[config.mk]
export PLATFORM = sky130hd
export DESIGN_NAME = sys_arr_ctrl
export DESIGN_NICKNAME = d
export VERILOG_FILES = /design/src/rtl/sys_arr_ctrl.sv
export SDC_FILE = /design/constraint.sdc
export NUM_CORES = 1
export LEC_CHECK = 0
export ABC_CLOCK_PERIOD_IN_PS = 3200
export CORE_ASPECT_RATIO = 0.8
export CORE_MARGIN = 1.5
export CORE_UTILIZATION = 40
export CTS_BUF_LIST = sky130_fd_sc_hd__clkbuf_8 sky130_fd_sc_hd__clkbuf_16
export DETAILED_ROUTE_END_ITERATION = 10
export GPL_TIMING_DRIVEN = 0
export PLACE_DENSITY = 0.74
export SLEW_MARGIN = 20
export SYNTH_ARGS = -nofsm -noshare
export SYNTH_HDL_FRONTEND = slang
export SYNTH_SLANG_ARGS = --single-unit
export TNS_END_PERCENT = 100
[constraint.sdc]
create_clock -name clock -period 3.2 [get_ports clock]
set_clock_uncertainty 0.2 [all_clocks]
set_input_delay 0.64 -clock clock [delete_from_list [all_inputs] [get_ports clock]]
set_output_delay 0.64 -clock clock [all_outputs]
set_load 0.005 [all_outputs]
[src/rtl/sys_arr_ctrl.sv]
// Job sequencer for a weight-stationary systolic array: weight load, skewed
// activation streaming, per-column result-valid tracking and done signalling.
module sys_arr_ctrl #(
  parameter int unsigned ROWS  = 2,
  parameter int unsigned COLS  = 2,
  parameter int unsigned VEC_W = 8,
  localparam int unsigned AW   = (ROWS > 1) ? $clog2(ROWS) : 1
) (
  input  logic                  clock,
  input  logic                  reset,
  input  logic                  start,
  input  logic                  skip_wload,
  input  logic [VEC_W-1:0]      num_vec,
  output logic                  busy,
  output logic                  done,
  output logic                  w_rd_en,
  output logic [AW-1:0]         w_rd_addr,
  input  logic [8*COLS-1:0]     w_rd_data,
  output logic [8*COLS-1:0]     arr_win,
  output logic [COLS-1:0]       arr_wwrite,
  output logic                  a_rd_en,
  output logic [VEC_W-1:0]      a_rd_addr,
  input  logic [8*ROWS-1:0]     a_rd_data,
  output logic [8*ROWS-1:0]     arr_datain,
  output logic [ROWS-1:0]       arr_active,
  output logic [COLS-1:0]       res_valid,
  output logic [VEC_W*COLS-1:0] res_idx
);

  // Read strobe to final bottom-right result: 1 (buffer) + ROWS + COLS hops.
  localparam int unsigned PL = ROWS + COLS + 1;
  localparam logic [PL-1:0] LAST_ONLY = {1'b1, {(PL-1){1'b0}}};

  typedef enum logic [1:0] {IDLE, LOAD_W, STREAM, DRAIN} state_t;

  state_t           state_q, state_d;
  logic [VEC_W-1:0] n_q, n_d;
  logic [VEC_W-1:0] vcnt_q, vcnt_d;
  logic [AW-1:0]    wcnt_q, wcnt_d;
  logic             busy_d, done_d, w_rd_en_d, a_rd_en_d;
  logic [PL-1:0]    vpipe_q;
  logic [VEC_W-1:0] ipipe_q [PL];

  // Next-state and next-output logic.
  always_comb begin
    state_d = state_q;
    n_d     = n_q;
    vcnt_d  = vcnt_q;
    wcnt_d  = wcnt_q;
    done_d  = 1'b0;
    case (state_q)
      IDLE: begin
        if (start && !busy) begin
          n_d     = num_vec;
          vcnt_d  = '0;
          wcnt_d  = AW'(ROWS - 1);
          state_d = skip_wload ? STREAM : LOAD_W;
        end
      end
      LOAD_W: begin
        if (wcnt_q == '0) state_d = STREAM;
        else              wcnt_d  = wcnt_q - AW'(1);
      end
      STREAM: begin
        if (n_q == '0) begin
          state_d = IDLE;
          done_d  = 1'b1;
        end else if (vcnt_q == n_q - VEC_W'(1)) begin
          state_d = DRAIN;
        end else begin
          vcnt_d = vcnt_q + VEC_W'(1);
        end
      end
      DRAIN: begin
        // Only the final result remains in flight: it is on the outputs now.
        if (vpipe_q == LAST_ONLY) begin
          state_d = IDLE;
          done_d  = 1'b1;
        end
      end
      default: state_d = IDLE;
    endcase
    w_rd_en_d = (state_d == LOAD_W);
    a_rd_en_d = (state_d == STREAM) && (n_d != '0);
    busy_d    = (state_d != IDLE) || done_d;
  end

  always_ff @(posedge clock) begin
    if (reset) begin
      state_q    <= IDLE;
      n_q        <= '0;
      vcnt_q     <= '0;
      wcnt_q     <= '0;
      busy       <= 1'b0;
      done       <= 1'b0;
      w_rd_en    <= 1'b0;
      w_rd_addr  <= '0;
      arr_wwrite <= '0;
      a_rd_en    <= 1'b0;
      a_rd_addr  <= '0;
      vpipe_q    <= '0;
    end else begin
      state_q    <= state_d;
      n_q        <= n_d;
      vcnt_q     <= vcnt_d;
      wcnt_q     <= wcnt_d;
      busy       <= busy_d;
      done       <= done_d;
      w_rd_en    <= w_rd_en_d;
      w_rd_addr  <= w_rd_en_d ? wcnt_d : '0;
      arr_wwrite <= {COLS{w_rd_en}};
      a_rd_en    <= a_rd_en_d;
      a_rd_addr  <= a_rd_en_d ? vcnt_d : '0;
      vpipe_q    <= {vpipe_q[PL-2:0], a_rd_en};
    end
  end

  // Vector index travels alongside the valid pipeline.
  always_ff @(posedge clock) begin
    if (reset) begin
      for (int i = 0; i < int'(PL); i++) ipipe_q[i] <= '0;
    end else begin
      ipipe_q[0] <= a_rd_addr;
      for (int i = 1; i < int'(PL); i++) ipipe_q[i] <= ipipe_q[i-1];
    end
  end

  assign arr_win   = arr_wwrite[0] ? w_rd_data : '0;
  assign res_valid = vpipe_q[PL-1 -: COLS];

  for (genvar c = 0; c < int'(COLS); c++) begin : g_res
    assign res_idx[VEC_W*c +: VEC_W] = ipipe_q[ROWS+1+c];
  end

  // Row r skew: r+1 registers fed by buffer data and the returned-read flag.
  for (genvar r = 0; r < int'(ROWS); r++) begin : g_row
    logic [7:0] d_q   [r+1];
    logic       act_q [r+1];

    always_ff @(posedge clock) begin
      if (reset) begin
        for (int i = 0; i <= r; i++) begin
          d_q[i]   <= '0;
          act_q[i] <= 1'b0;
        end
      end else begin
        act_q[0] <= vpipe_q[0];
        d_q[0]   <= vpipe_q[0] ? a_rd_data[8*r +: 8] : 8'd0;
        for (int i = 1; i <= r; i++) begin
          act_q[i] <= act_q[i-1];
          d_q[i]   <= d_q[i-1];
        end
      end
    end

    assign arr_datain[8*r +: 8] = d_q[r];
    assign arr_active[r]        = act_q[r];
  end

endmodule
gate_families.png
The bar under the picture is 20 um long.
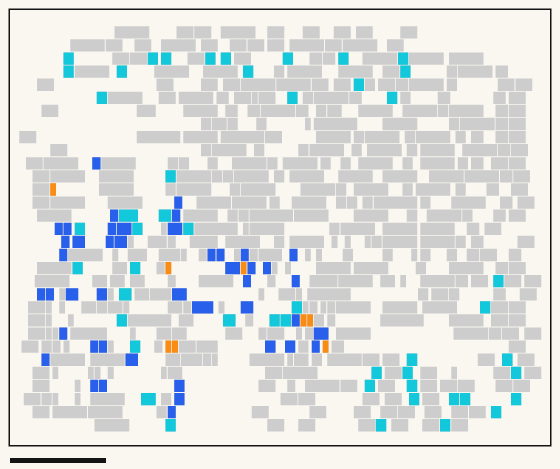
family	color	cells
inverting AOI/OAI gates	blue	45
inverters	orange	8
AND and OR gates	cyan	49

metal_stack.png
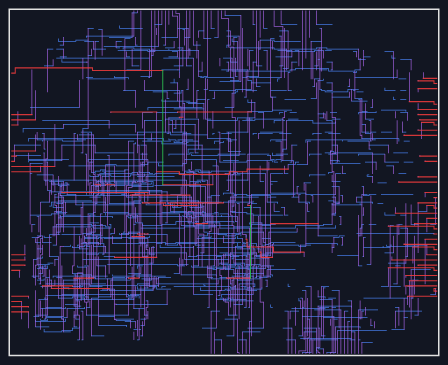
layer	color	wire length
met1	blue	3540 um
met2	purple	4000 um
met4	green	49.0 um
met3	red	560 um
Via Count: 2947
overall global routing resource usage: 0.165
wire per inst: 13.0 um
DRT Wirelength: 8.15 mm

registers.png
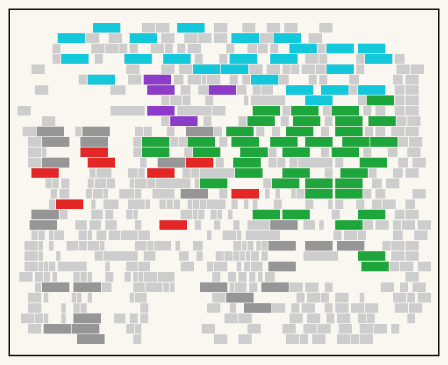
signal	color	flops
vpipe_q	purple	5
g_row.d_q	cyan	24
vcnt_q	red	8
ipipe_q	green	40
register fraction of the total cell area: 0.381
Flop area: 2040 um^2
sequential cell power: 1330 uW
Final Util: 0.586

==> qor.yml <==
synthesis:
  async_flop_share: 0
  ys_ff: 102
  edf_count: 0
  synth_cell_types: 47
  most_common_cell: "dfxtp_1"
  netlist_area_um2: 3810
  synthCells: 387
  synthTopCellsByCount: "dfxtp_1, nor2b_1, and2_1, buf_4, a21oi_1"
  synthFlopType: "dfxtp_1"
die:
  fp_util: 0.416
  taps: 115
  rows: 31
  die_area_um2: 10100
worst_setup_path:
  crit_arrival_ns: 3.05
  critPathRequiredTime_ns: 3.20
  crit_fanout: 9
  path_cells: "inv_1 -> ha_1 -> clkbuf_2 -> nor2b_1 -> or3_1 -> a31oi_1 -> o2111ai_1 -> o211ai_2 -> nor4_1"
  cp.depth: 9
  rr_worst_depth: 9
  start_kind: "flop"
  rr_startpoint: "n_q[0]$_SDFF_PP0_"
final_layout:
  multiInputGateArea_um2: 1430
  n_fill_cell: 827
  num_antenna_cells: 0
  largest_register: "ipipe_q"
  design_area_um2: 5360
  dominant_cells: "flip-flops and latches"
  layout-drive-gt1-share: 0.113
  lay_top_cells: "clkdlybuf4s50_1, dfxtp_1, nor2b_1, and2_1, buf_4"
  clkbuf_count: 9
  sh_comb_area: 0.267
  buffers: 157
  top_regs: "ipipe_q: 40 flops, g_row.d_q: 24 flops"
  seq_cells: 102
  clock_area_frac: 0.0571
final_timing:
  whs_ns: 0.236
  rsz0062_at_grt: "false"
  maxSlewViolCount: 0
  fmax_mhz: 329
  post-route-period-util: 0.951
  setup-violations-final: 0
  tightest_slew_ns: 0.640
  hold_violations: 0
power_and_ir_drop:
  p_clk_frac: 0.397
  p_per_area_nw_per_um2: 509
  power_leader: "registers"
  p_int_uw: 2020
outcome:
  outcome: "finished with violations"
  violations: "design-rule violations"
cts:
  cts_tree: "built"
  clkTransAtPathRegs_ns: 0.08
  cts-resized-gates: 0
  htreeDepth: 3
  worst_skew_pair.late_latency_ns: 0.34
  cts.path.max_buffers: 2
drt:
  wl_met1_mm: 3.54
  vias_per_cell: 4.69
  drc_errors: 9
  ant_nets: 0
global_routing:
  grt_max_degree: 22
  use_met2: 0.282
  use_met3: 0.0638
  grt-ovfl-total: 0
  grt_pass1_wl_mm: 13.3
worst_hold_path:
  hp-class: "reg -> reg"
  hp-start: "ipipe_q[0][14]$_SDFF_PP0_"
place:
  dp.cells: 612
flow_run:
  log.warning_count: 27
Power is estimated from default activity; no workload was simulated.
